==> src/rtl/vx_mem_narrow_pkg.sv <==
// Shared types and geometry helpers for the line-to-beat memory narrower.
package vx_mem_narrow_pkg;

  typedef enum logic [1:0] {IDLE, WR, RD, RSP} state_e;

  // Beats per line.
  function automatic int nb(input int line_w, input int beat_w);
    return line_w / beat_w;
  endfunction

  // Counter width: one extra bit so the count can reach nb() without wrapping.
  function automatic int cnt_w(input int line_w, input int beat_w);
    return $clog2(line_w / beat_w) + 1;
  endfunction

endpackage

==> src/rtl/vx_mem_narrow_buf.sv <==
// Read-reassembly line buffer: NB slices of BEAT_W, one slice written per beat.
module vx_mem_narrow_buf #(
  parameter int NB     = 4,
  parameter int BEAT_W = 128,
  parameter int LB     = 2
) (
  input  logic                       clk,
  input  logic                       reset,
  input  logic                       wr_en,
  input  logic [LB-1:0]              wr_idx,
  input  logic [BEAT_W-1:0]          wr_data,
  output logic [NB-1:0][BEAT_W-1:0]  line
);

  for (genvar g = 0; g < NB; g++) begin : g_slice
    logic [BEAT_W-1:0] slice_q;

    // Capture the returned beat into its slot; cleared on reset so the line reads zero.
    always_ff @(posedge clk or negedge reset) begin
      if (!reset)                              slice_q <= '0;
      else if (wr_en && (wr_idx == LB'(g)))    slice_q <= wr_data;
    end

    assign line[g] = slice_q;
  end

endmodule

==> src/rtl/vx_mem_narrow.sv <==
// Splits one full-line request into NB narrow beats and reassembles read beats.
// Optional build macro: VX_MEM_NARROW_SKIP_EN (write beats with all-zero byte
// enables are not issued; the issue counter jumps to the next enabled beat).
module vx_mem_narrow
  import vx_mem_narrow_pkg::*;
#(
  parameter int LINE_W = 512,
  parameter int BEAT_W = 128,
  parameter int ADDR_W = 26,
  parameter int TAG_W  = 8
) (
  input  logic                                      clk,
  input  logic                                      reset,
  input  logic                                      mem_req_valid,
  output logic                                      mem_req_ready,
  input  logic                                      mem_req_rw,
  input  logic [LINE_W/8-1:0]                       mem_req_byteen,
  input  logic [ADDR_W-1:0]                         mem_req_addr,
  input  logic [LINE_W-1:0]                         mem_req_data,
  input  logic [TAG_W-1:0]                          mem_req_tag,
  output logic                                      mem_rsp_valid,
  input  logic                                      mem_rsp_ready,
  output logic [LINE_W-1:0]                         mem_rsp_data,
  output logic [TAG_W-1:0]                          mem_rsp_tag,
  output logic                                      dn_req_valid,
  input  logic                                      dn_req_ready,
  output logic                                      dn_req_we,
  output logic [ADDR_W+cnt_w(LINE_W,BEAT_W)-2:0]    dn_req_addr,
  output logic [BEAT_W-1:0]                         dn_req_data,
  output logic [BEAT_W/8-1:0]                       dn_req_sel,
  input  logic                                      dn_rsp_valid,
  input  logic [BEAT_W-1:0]                         dn_rsp_data,
  output logic                                      busy,
  output logic                                      err
);

  localparam int NB = nb(LINE_W, BEAT_W);
  localparam int CW = cnt_w(LINE_W, BEAT_W);
  localparam int LB = CW - 1;
  localparam int SW = BEAT_W / 8;
  localparam logic [CW-1:0] NB_C   = CW'(NB);
  localparam logic [CW-1:0] LAST_C = CW'(NB - 1);

  state_e                     state;
  logic [CW-1:0]              iss_cnt, rcv_cnt;
  logic [ADDR_W-1:0]          addr_q;
  logic [TAG_W-1:0]           tag_q;
  logic [NB-1:0][BEAT_W-1:0]  data_q;
  logic [NB-1:0][SW-1:0]      ben_q;
  logic                       ready_q, rsp_vld_q, err_q;

  logic [LB-1:0]              iss_idx, rcv_idx;
  logic                       rsp_ok;
  logic [NB-1:0][BEAT_W-1:0]  buf_line;

  assign iss_idx = iss_cnt[LB-1:0];
  assign rcv_idx = rcv_cnt[LB-1:0];

  // A returned beat is only legal while reading and the line is not yet full.
  assign rsp_ok = dn_rsp_valid && (state == RD) && (rcv_cnt != NB_C);

`ifdef VX_MEM_NARROW_SKIP_EN
  logic          beat_zero;
  logic [CW-1:0] nxt_cnt;

  assign beat_zero = (ben_q[iss_idx] == '0);

  // Next beat at or after the current one with any byte enabled; NB if none remain.
  always_comb begin
    nxt_cnt = NB_C;
    for (int j = NB - 1; j >= 0; j--)
      if ((CW'(j) >= iss_cnt) && (ben_q[j] != '0)) nxt_cnt = CW'(j);
  end
`endif

  // Beat-side outputs are decoded from registered state and counters only.
  always_comb begin
    dn_req_valid = 1'b0;
    dn_req_we    = 1'b0;
    dn_req_sel   = '0;
    unique case (state)
      WR: begin
`ifdef VX_MEM_NARROW_SKIP_EN
        dn_req_valid = !beat_zero;
`else
        dn_req_valid = 1'b1;
`endif
        dn_req_we    = 1'b1;
        dn_req_sel   = ben_q[iss_idx];
      end
      RD: begin
        dn_req_valid = (iss_cnt != NB_C);
        dn_req_sel   = '1;
      end
      default: ;
    endcase
  end

  assign dn_req_addr   = {addr_q, iss_idx};
  assign dn_req_data   = data_q[iss_idx];
  assign mem_req_ready = ready_q;
  assign mem_rsp_valid = rsp_vld_q;
  assign mem_rsp_data  = buf_line;
  assign mem_rsp_tag   = tag_q;
  assign busy          = (state != IDLE);
  assign err           = err_q;

  // Control FSM: accept a line, issue/collect beats, hold the response.
  always_ff @(posedge clk or negedge reset) begin
    if (!reset) begin
      state     <= IDLE;
      iss_cnt   <= '0;
      rcv_cnt   <= '0;
      addr_q    <= '0;
      tag_q     <= '0;
      data_q    <= '0;
      ben_q     <= '0;
      ready_q   <= 1'b0;
      rsp_vld_q <= 1'b0;
      err_q     <= 1'b0;
    end else begin
      if (dn_rsp_valid && !rsp_ok) err_q <= 1'b1;
      if (rsp_ok) rcv_cnt <= rcv_cnt + 1'b1;
      unique case (state)
        IDLE: begin
          if (mem_req_valid && ready_q) begin
            addr_q  <= mem_req_addr;
            tag_q   <= mem_req_tag;
            data_q  <= mem_req_data;
            ben_q   <= mem_req_byteen;
            iss_cnt <= '0;
            rcv_cnt <= '0;
            ready_q <= 1'b0;
            state   <= mem_req_rw ? WR : RD;
          end else begin
            ready_q <= 1'b1;
          end
        end
        WR: begin
`ifdef VX_MEM_NARROW_SKIP_EN
          if (beat_zero) begin
            iss_cnt <= nxt_cnt;
            if (nxt_cnt == NB_C) begin
              state   <= IDLE;
              ready_q <= 1'b1;
            end
          end else if (dn_req_ready) begin
            iss_cnt <= iss_cnt + 1'b1;
            if (iss_cnt == LAST_C) begin
              state   <= IDLE;
              ready_q <= 1'b1;
            end
          end
`else
          if (dn_req_ready) begin
            iss_cnt <= iss_cnt + 1'b1;
            if (iss_cnt == LAST_C) begin
              state   <= IDLE;
              ready_q <= 1'b1;
            end
          end
`endif
        end
        RD: begin
          if (dn_req_valid && dn_req_ready) iss_cnt <= iss_cnt + 1'b1;
          if (rsp_ok && (rcv_cnt == LAST_C)) begin
            state     <= RSP;
            rsp_vld_q <= 1'b1;
          end
        end
        RSP: begin
          if (mem_rsp_ready) begin
            rsp_vld_q <= 1'b0;
            ready_q   <= 1'b1;
            state     <= IDLE;
          end
        end
        default: state <= IDLE;
      endcase
    end
  end

  vx_mem_narrow_buf #(.NB(NB), .BEAT_W(BEAT_W), .LB(LB)) u_buf (
    .clk     (clk),
    .reset   (reset),
    .wr_en   (rsp_ok),
    .wr_idx  (rcv_idx),
    .wr_data (dn_rsp_data),
    .line    (buf_line)
  );

endmodule

==> config.mk <==
export PLATFORM = sky130hd
export DESIGN_NAME = vx_mem_narrow
export DESIGN_NICKNAME = d
export VERILOG_FILES = /design/src/rtl/vx_mem_narrow_pkg.sv /design/src/rtl/vx_mem_narrow_buf.sv /design/src/rtl/vx_mem_narrow.sv
export SDC_FILE = /design/constraint.sdc
export NUM_CORES = 2
export LEC_CHECK = 0
export ABC_AREA = 1
export CAP_MARGIN = 40
export CORE_AREA = 5 5 565 567
export DETAILED_ROUTE_END_ITERATION = 12
export DIE_AREA = 0 0 570 572
export SKIP_LAST_GASP = 1
export SYNTH_ARGS = -nofsm -noshare
export SYNTH_HDL_FRONTEND = slang
export SYNTH_HIERARCHICAL = 1
export SYNTH_SLANG_ARGS = --single-unit
==> constraint.sdc <==
create_clock -name clk -period 2.4 [get_ports clk]
set_input_delay 0.36 -clock clk [delete_from_list [all_inputs] [get_ports clk]]
set_output_delay 0.36 -clock clk [all_outputs]
set_load 0.05 [all_outputs]
Fig. 1: sequential cells grouped by signal name
Scale bar: 200 um. Other sequential cells in the stronger gray, the rest of the logic in the fainter gray.
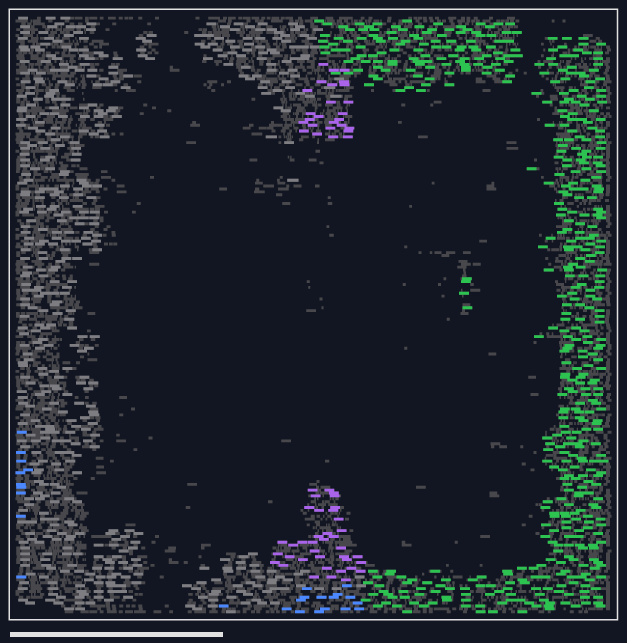
[u_buf/g_slice.slice_q] green | sequential cells: 512
[addr_q] blue | sequential cells: 26
[ben_q] purple | sequential cells: 64 | where: a vertical strip down the middle
not colored: 531

Fig. 2: routing congestion
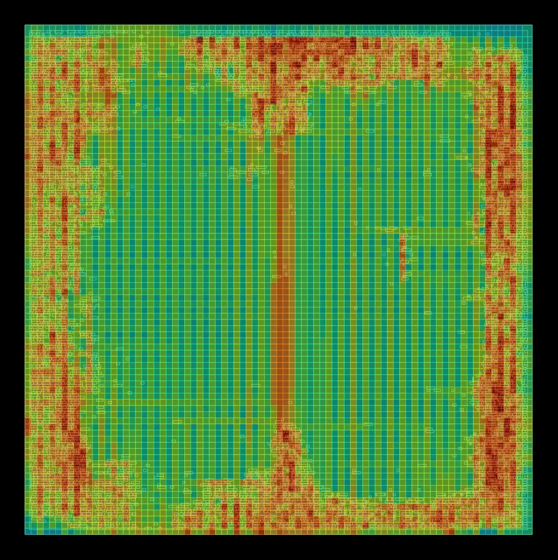
wire per inst: 24.84 um
met3 Track Usage GR: 4.220%
share of the core filled with cells: 24.39%
met1 usage: 17.29%

==> flow_results.org <==
#+TITLE: Flow metrics

** Global route
- Largest net degree at the start of global routing :: 104
- The first global-routing pass estimated 349.1 mm of wire.
- The number of global-route vias before repair is 42610.
- Per the GRT congestion report, total overflow comes to 0.
- The initial antenna violation count was 104.

** Yosys
- After synthesis, the largest area contributor takes up 58.21% of total cell area.
- In this run, distinct cell masters in the synthesized netlist total 25.
- Per the synthesis report, the dominant area consumer among library cells is dfrtp_1.
- Per Yosys stat, the portion of area used by sequential elements is 58.21%.
- For this run, asynchronously set or reset flops after synthesis account for 100.0%.
- Post-Synthesis Net Count :: 5427
- Count of flip-flops with a built-in enable after synthesis :: 0
- Before any placement, the netlist area is recorded as 48700 um2.
- Per the synth stats, the flop cell with the highest instance count is dfrtp_1.
- Top area cells in the synthesized netlist :: dfrtp_1 (58%), mux2_2 (13%), nand2_1 (9.3%), nand4_1 (4.9%), o21ai_0 (3.2%)
- For reference, the post-synthesis area per instance comes to 10.43 um2.

** Die
- Init Core Util :: 15.53%
- Chip Area :: 326000 um2
- X dimension of the die :: 570 um
- Placement Rows :: 206
- Measured along the y axis, the die boundary spans 572 um.

** Routing
- DRC errors left :: 0
- Final routed wirelength across all metal layers :: 259.9 mm
- The first routing iteration left 3133 violations.
- The routed layout has 42730 vias.

** Clocking
- Post-cts resize count :: 90
- Looking at the worst setup and hold paths, the clock pins of their registers show a slew of 0.06 ns.
- The H-tree generated during clock tree synthesis spans 4 levels.
- Clock tree synthesis selected as its root buffer the cell clkbuf_16.
- Number of buffers inserted by hold repair at cts :: 1
- After clock tree synthesis, the setup repair step added 14 buffers.
- TritonCTS clock tree :: yes
- Clk sinks :: 1133
- Buffers from clock root to sink, at most :: 4

** Power and ir drop
- Power Total :: 132500 uW
- The power report puts the leakage power at 0.03314 uW.
- The script computed a power per unit cell area of 1731 nW/um2.

** Outcome
- The final reports fail on negative setup slack.
- Result of the run :: finished, violations left

** Critical path
- Cell-by-cell trace of the critical path :: buf_16, buf_8, o21ai_0, o22ai_2, buf_6, buf_12
- Bufs and invs on worst path :: 4
- Highest fanout seen on the critical path :: 20
- Among all stages on the critical path, the maximum delay recorded is 0.55 ns.
- Crit path capture type :: output pin
- Looking at the critical path, the single cell with the biggest stage delay is dfrtp_4.
- Per STA, the worst path accumulates the most delay in the family buffers and inverters.
- STA classifies the critical path startpoint as a flip-flop.
- Crit path DAT :: 2.63 ns
- Required arrival time at the worst endpoint :: 2.04 ns

** Placed design
- According to the dpl log, the detail-placed design has an HPWL of 198.8 mm.
- Before CTS, the worst setup slack after placement is -0.2711 ns.
- Summing all placed instances gives a cell area of 70330 um2.

** Timing
- Checking max transition, the worst relative margin is 39.84%.
- Worst path setup slack after routing :: -0.5854 ns
- In this build the clock could be raised as far as 0.3350 GHz.
- Counting pins that exceed their max-slew limit in the final report gives 0.
- Slew of the pin with the lowest slew margin :: 0.9025 ns
- Final hold violation count :: 0
- Hold Worst Slack :: 0.09430 ns
- Setup repair after global routing could not meet its margin everywhere.
- The smallest clock period supported by the final layout is computed as 2.985 ns.
- Setup TNS :: -64.16 ns
- Setup violations remaining at the end of the flow were counted as 170.

** Layout
- Area of all placed cells without fillers :: 76500 um2
- Post-layout nets :: 6910
- Cells with a size suffix above 1 make up 22.03% of the layout.
- P&R area growth vs syn :: 57.08%

** Worst hold path
- Hold Crit Class :: input pin to flip-flop

** Run
- OpenROAD warning count :: 43
Fig. 3: wiring by layer
Only two layers are drawn.
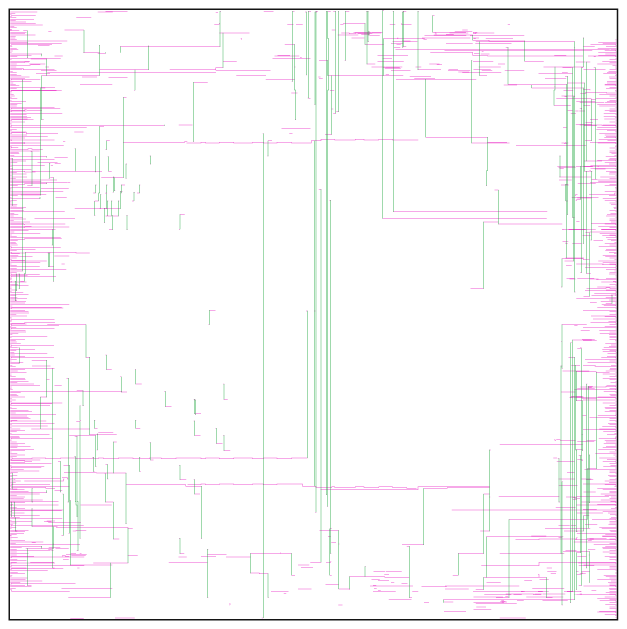
[M3] magenta | wire length: 20.8 mm
[M4] green | wire length: 12400 um

==> flip-flops by register name (all words and copies together) (netlist names), 2 cells and up <==
signal and cells:
u_buf/g_slice.slice_q 512, data_q 512, ben_q 64, iss_cnt 3
addr_q 26, rcv_cnt 3, state 2, mem_rsp_tag 8
==> routing by layer <==
layer	vias to the layer above	GRT usage, %	wire (um)
met2	1874	25.91	128500
li1	19030	-	-
met3	463	4.220	20840
met5	-	0	143
met4	22	5.976	12400
met1	21340	17.29	98020
==> logic make-up (layout without fill, tap and decap cells) <==
kind of cell             count (synthesis)  in the layout  share of synthesized area, %
flip-flops                            1133           1133                         58.21
buffers and inverters                  470           2060                         5.498
AND-OR/OR-AND                          480            480                         5.279
other                                    0             42                             0
AND/OR/NAND/NOR                       2031           2031                         18.10
multiplexers                           546            546                         12.62
adder cells (fa/ha/maj)                 11             11                        0.2826
==> synth_stat cells, types with 2 or more instances <==
cell         n
mux2_2     542
clkbuf_1    83
inv_1       77
mux2_1       4
nor2_1     262
o22ai_1    131
buf_2      190
buf_1        4
a21oi_1     21
o21ai_0    310
nand4_1    384
buf_6       69
nand3_1    170
inv_2        4
dfrtp_1   1133
buf_4       42
nand2_1   1211
ha_1        11
nor2_4       2
o21ai_1     16
==> cell type report <==
cell class	instances	area [um2]
multi-input cells	3068	18380
flip-flops and latches	1133	28370
clock buffers	195	4010
inverters	82	350.3
diodes	42	105.1
well taps	4160	5205
fillers	33570	237200
repair buffers	1729	19400
clock inverters	54	685.7
==> metrics by stage <==
step | std cells | util (%)
floorplan | 4671 | -
global placement | 10130 | 22.41
detailed placement | 10130 | 22.42
CTS | 10400 | 24.13
global route | 10460 | 24.38
finish | 10460 | 24.39
==> power by group <==
part | internal, uW | switching, uW
Sequential | 28200 | 5890
Clock | 12900 | 9170
Combinational | 29300 | 47000
Total | 70400 | 62100
==> cells in the final DEF, fill, tap and decap left out, types with 42 or more instances in the layout <==
cell             count
diode_2             42
clkbuf_16          151
nand2_1           1204
nand4_1            384
o21ai_0            295
nand3_1            161
nor2_1             257
inv_1               74
dfrtp_1           1129
clkdlybuf4s50_1   1242
o22ai_2             70
o22ai_1             61
buf_4              217
buf_12             220
mux2_2             542
==> worst paths after layout <==
kind / from / to / slack, ns / cells after the start
max in group asynchronous: reset / u_buf/g_slice[1].slice_q[26]$_DFFE_PN0P_ / 1.22 / 4
min in group asynchronous: reset / data_q[172]$_DFFE_PN0P_ / 0.48 / 3
hold reg to reg: u_buf/g_slice[0].slice_q[13]$_DFFE_PN0P_ / u_buf/g_slice[0].slice_q[13]$_DFFE_PN0P_ / 0.47 / 2
setup reg to reg: state[0]$_DFFE_PN0P_ / u_buf/g_slice[2].slice_q[24]$_DFFE_PN0P_ / 0.03 / 9
hold / removal: mem_req_byteen[8] / ben_q[8]$_DFFE_PN0P_ / 0.09 / 3
setup / recovery: iss_cnt[0]$_DFFE_PN0P_ / dn_req_data[33] / -0.59 / 6
==> tightest hold or removal path, delay by kind of cell <==
kind	cells	cell delay, ns
compound gates	1	0.05
buf+inv	1	0.40
simple gates	1	0.06
No activity file was given, so power comes from the tool's default toggle rates.
